Sequential cells coloured by netlist name:
Bar = 20 µm.
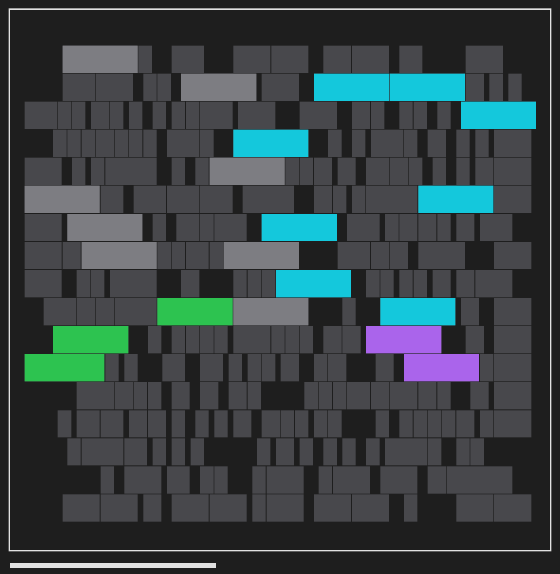
Clock wires, drivers and flops:
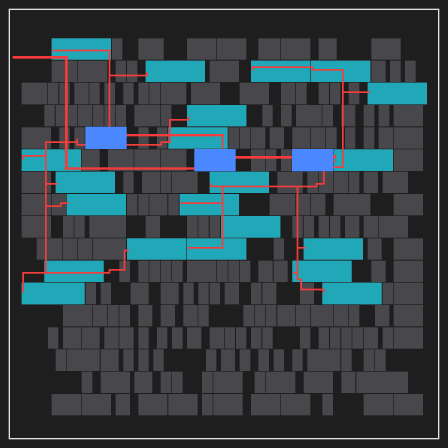
Placed standard cells:
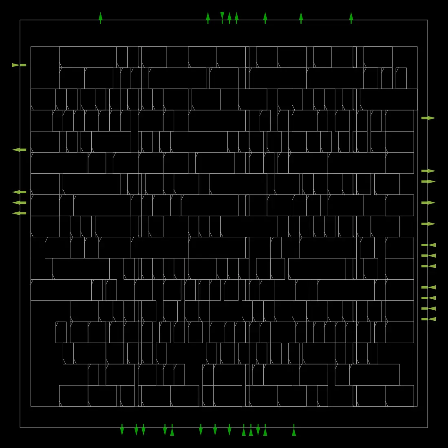
Cells by drive strength:
Bar = 20 µm.
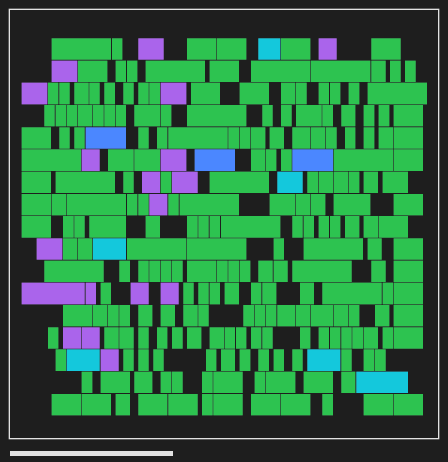
File: config.mk
export PLATFORM = sky130hd
export DESIGN_NAME = router_fsm_ctrl
export DESIGN_NICKNAME = d
export VERILOG_FILES = /design/src/rtl/router_pkg.sv /design/src/rtl/router_fsm_ctrl.sv
export SDC_FILE = /design/constraint.sdc
export NUM_CORES = 1
export LEC_CHECK = 0
export ABC_AREA = 1
export CORE_UTILIZATION = 53
export CTS_BUF_LIST = sky130_fd_sc_hd__clkbuf_8
export CTS_CLUSTER_DIAMETER = 60
export CTS_CLUSTER_SIZE = 12
export DETAILED_ROUTE_END_ITERATION = 7
export PLACE_DENSITY = 0.87
export SLEW_MARGIN = 5
export SYNTH_ARGS = -nofsm -noshare
export SYNTH_HDL_FRONTEND = slang
export SYNTH_SLANG_ARGS = --single-unit
File: constraint.sdc
create_clock -name clk -period 2.7 [get_ports clk]
set_input_delay 0.81 -clock clk [delete_from_list [all_inputs] [get_ports clk]]
set_output_delay 0.81 -clock clk [all_outputs]
set_load 0.02 [all_outputs]
File: src/rtl/router_pkg.sv
// Shared types and constants for the 1x3 router input-side controller.
package router_pkg;

   typedef enum logic [2:0] {
      DECODE_ADDRESS     = 3'd0,
      WAIT_TILL_EMPTY    = 3'd1,
      LOAD_FIRST_DATA    = 3'd2,
      LOAD_DATA          = 3'd3,
      FIFO_FULL_STATE    = 3'd4,
      LOAD_AFTER_FULL    = 3'd5,
      LOAD_PARITY        = 3'd6,
      CHECK_PARITY_ERROR = 3'd7
   } state_t;

   localparam logic [1:0] ADDR_INVALID = 2'b11;
   localparam int         NUM_FIFO     = 3;

   // Pick one per-FIFO flag by address; the unused address reads as 0.
   function automatic logic fifo_sel(
      input logic [NUM_FIFO-1:0] flags,
      input logic [1:0]          addr
   );
      logic r;
      r = 1'b0;
      case (addr)
         2'd0:    r = flags[0];
         2'd1:    r = flags[1];
         2'd2:    r = flags[2];
         default: r = 1'b0;
      endcase
      return r;
   endfunction

endpackage

File: src/rtl/router_fsm_ctrl.sv
// Packet-sequencing FSM for the router input side: header decode,
// write pacing, full stall, parity sequencing and soft-reset abort.
module router_fsm_ctrl
   import router_pkg::*;
#(
   parameter int CNT_W = 8
) (
   input  logic             clk,
   input  logic             rst,
   input  logic             pkt_valid,
   input  logic [1:0]       din,
   input  logic             fifo_full,
   input  logic             empty0,
   input  logic             empty1,
   input  logic             empty2,
   input  logic             sft0,
   input  logic             sft1,
   input  logic             sft2,
   input  logic             parity_done,
   input  logic             low_pkt_valid,
   output logic             det_addr,
   output logic             we_reg,
   output logic             lfd_state,
   output logic             ld_state,
   output logic             laf_state,
   output logic             full_state,
   output logic             rst_int_reg,
   output logic             busy,
   output logic [CNT_W-1:0] pkt_cnt,
   output logic [CNT_W-1:0] drop_cnt
);

   state_t              state;
   state_t              nxt;
   logic [1:0]          addr_q;
   logic [NUM_FIFO-1:0] empty_v;
   logic [NUM_FIFO-1:0] sft_v;
   logic                empty_sel;
   logic                empty_din;
   logic                sft_sel;
   logic                hdr_ok;
   logic                hdr_bad;
   logic                pkt_inc;

   assign empty_v = {empty2, empty1, empty0};
   assign sft_v   = {sft2, sft1, sft0};

   assign empty_sel = fifo_sel(empty_v, addr_q);
   assign sft_sel   = fifo_sel(sft_v, addr_q);
   // Header decode looks at the live address, not the captured one.
   assign empty_din = fifo_sel(empty_v, din);

   assign hdr_bad = (state == DECODE_ADDRESS) && pkt_valid &&
                    (din == ADDR_INVALID);
   assign hdr_ok  = (state == DECODE_ADDRESS) && pkt_valid &&
                    (din != ADDR_INVALID);
   assign pkt_inc = (state == CHECK_PARITY_ERROR) && !fifo_full &&
                    !sft_sel;

   always_comb begin
      nxt = state;
      unique case (state)
         DECODE_ADDRESS: begin
            if (hdr_ok)
               nxt = empty_din ? LOAD_FIRST_DATA : WAIT_TILL_EMPTY;
         end
         WAIT_TILL_EMPTY: begin
            if (empty_sel)
               nxt = LOAD_FIRST_DATA;
         end
         LOAD_FIRST_DATA: nxt = LOAD_DATA;
         LOAD_DATA: begin
            if (fifo_full)
               nxt = FIFO_FULL_STATE;
            else if (!pkt_valid)
               nxt = LOAD_PARITY;
         end
         FIFO_FULL_STATE: begin
            if (!fifo_full)
               nxt = LOAD_AFTER_FULL;
         end
         LOAD_AFTER_FULL: begin
            if (parity_done)
               nxt = DECODE_ADDRESS;
            else if (low_pkt_valid)
               nxt = LOAD_PARITY;
            else
               nxt = LOAD_DATA;
         end
         LOAD_PARITY: nxt = CHECK_PARITY_ERROR;
         CHECK_PARITY_ERROR: begin
            nxt = fifo_full ? FIFO_FULL_STATE : DECODE_ADDRESS;
         end
         default: nxt = DECODE_ADDRESS;
      endcase
      // Destination soft reset abandons the packet from any load phase.
      if (sft_sel && (state != DECODE_ADDRESS))
         nxt = DECODE_ADDRESS;
   end

   always_ff @(posedge clk) begin
      if (rst)
         state <= DECODE_ADDRESS;
      else
         state <= nxt;
   end

   always_ff @(posedge clk) begin
      if (rst)
         addr_q <= 2'd0;
      else if ((state == DECODE_ADDRESS) && pkt_valid)
         addr_q <= din;
   end

   always_ff @(posedge clk) begin
      if (rst) begin
         pkt_cnt  <= '0;
         drop_cnt <= '0;
      end else begin
         if (pkt_inc)
            pkt_cnt <= pkt_cnt + CNT_W'(1);
         if (hdr_bad)
            drop_cnt <= drop_cnt + CNT_W'(1);
      end
   end

   always_comb begin
      det_addr    = 1'b0;
      lfd_state   = 1'b0;
      ld_state    = 1'b0;
      full_state  = 1'b0;
      laf_state   = 1'b0;
      rst_int_reg = 1'b0;
      we_reg      = 1'b0;
      busy        = 1'b1;
      unique case (state)
         DECODE_ADDRESS: begin
            det_addr = 1'b1;
            busy     = 1'b0;
         end
         WAIT_TILL_EMPTY: ;
         LOAD_FIRST_DATA: lfd_state = 1'b1;
         LOAD_DATA: begin
            ld_state = 1'b1;
            we_reg   = 1'b1;
            busy     = 1'b0;
         end
         FIFO_FULL_STATE: full_state = 1'b1;
         LOAD_AFTER_FULL: begin
            laf_state = 1'b1;
            we_reg    = 1'b1;
         end
         LOAD_PARITY: we_reg = 1'b1;
         CHECK_PARITY_ERROR: rst_int_reg = 1'b1;
         default: ;
      endcase
   end

endmodule
==> results_dict.tcl <==
# metrics dict for downstream scripts
set metrics [dict create \
    ys_top_logic_family "simple AND/OR/NAND/NOR gates" \
    worst-path-buf-inv 3 \
    clk_share 0.02517 \
    p_clk_frac 0.169 \
    grt_pass1_vias 1154 \
    wire_per_inst_um 11.55 \
    rsz0062_at_grt "false" \
    synth_warnings 0 \
    syn_inst 209 \
    cts_root_buffer "clkbuf_8" \
    combinationalPower_uw 587 \
    status "complete, no violations" \
    cp-end-kind "primary output" \
    worst-setup-path-type "reg -> out" \
    firstDrtPassIters 4 \
    reg2reg_to "pkt_cnt[5]" \
    yosysSeqAreaShare 0.3126 \
    grt_use_total 0.2520 \
    met1_length_mm 1.561 \
    fin_crit_sh 0.9360 \
    startpoint_type "flop" \
    die_area_um2 2743 \
    power_density_nw_per_um2 655.9 \
    drive_above_1_share 0.1084 \
    hold_depth 2 \
    r2r_start "state[2]" \
    tap_cells 28 \
    antenna_left 0 \
    routed-wl-met2_mm 1.418 \
    nFlopsAndLatches 21 \
    clock_buffers 3 \
    cts_buffer_depth 2 \
    final-hold-violation-count 0 \
    clock_sinks 21 \
    top_layer_used "met4" \
    switching_share 0.4270 \
    num_io_pins 38 \
    fp.dieH_um 52.38 \
    path_cells "inv_2, nand2_2, nand2_1, inv_1, clkdlybuf4s50_1" \
    grt_max_degree 13 \
    crit_arrival_ps 1720 \
    drc 0 \
    ys_sh_xor 0.03907 \
    fp.dieW_um 52.38 \
    hp-class "reg -> reg" \
    synth.top_cell.area_share 0.3126 \
    simple_gate_area_frac 0.4102 \
    final_common_cell "nand2_1" \
]
Notes on 'sequential cells coloured by netlist name' above:
green -> state  # sequential cells 3
purple -> addr_q  # sequential cells 2
cyan -> drop_cnt  # sequential cells 8

Notes on 'clock wires, drivers and flops' above:
red -> clock wires  # length 246 µm
cyan -> flip-flops  # count 21
blue -> cells driving clock nets  # count 3
routed clock nets = 4

Notes on 'placed standard cells' above:
flop share of the area: 0.2357
filler cell count: 196

Notes on 'cells by drive strength' above:
blue -> drive 6 and up  # cells 3, most used clkbuf_8
purple -> drive 2  # cells 18, most used a21oi_2
cyan -> drive 3 to 4  # cells 6, most used nor2_4
green -> drive 1 or less  # cells 222, most used nand2_1

[through the flow]
| step | std cells | setup WS [ps] | cell area [µm²] | util | hold slack, ps |
|---|---|---|---|---|---|
| CTS | 277 | 103.5 | 1788 | 0.7783 | 487.0 |
| global placement | 273 | 447.0 | 1743 | 0.7587 | 456.9 |
| global route | 277 | 77.06 | 1789 | 0.7789 | 515.3 |
| detailed placement | 273 | 387.5 | 1743 | 0.7587 | 461.7 |
| floorplan | 209 | 798.8 | 1345 | - | 516.0 |
| finish | 277 | 172.8 | 1789 | 0.7789 | 485.1 |
[Yosys cell counts]
cell type	count
nand3_1	22
a21oi_2	7
nand2_1	55
clkbuf_1	1
xor2_1	5
nor3_1	3
xnor2_1	1
inv_1	29
a211oi_1	1
nand3_4	1
buf_6	1
dfxtp_1	21
nand4_1	2
ha_1	2
o21ai_1	2
nor2_2	3
nor2_4	3
inv_2	1
nor2_1	25
a21oi_1	11
clkinv_4	1
nor4_1	1
o21ai_0	5
nand2_2	6
[timing repair]
item / in CTS / in global routing
endpoints found under the setup margin: 0 / 1
hold buffers: 0 / 0
resized: 0 / 1
hold endpoints to repair: 0 / 0
[sequential cells by signal (all words and copies together) (netlist names)]
register / cells
state: 3
pkt_cnt: 8
addr_q: 2
drop_cnt: 8
[worst max path at each step]
stage,start,to,slack [ps],depth (start not counted)
floorplan,state[0],we_reg,800,4
global placement,state[2],busy,450,5
detailed placement,state[0],we_reg,390,5
CTS,state[0],we_reg,100,5
global route,state[2],busy,80,5
finish,state[2],busy,170,5
[worst reg2reg max path, stage by stage (launching register included)]
cell and delay (ps):
dfxtp_1 460, inv_2 130, nor2_4 150, nand2_2 80, nor2_4 290, inv_1 190, nand2_1 110, a21oi_2 50
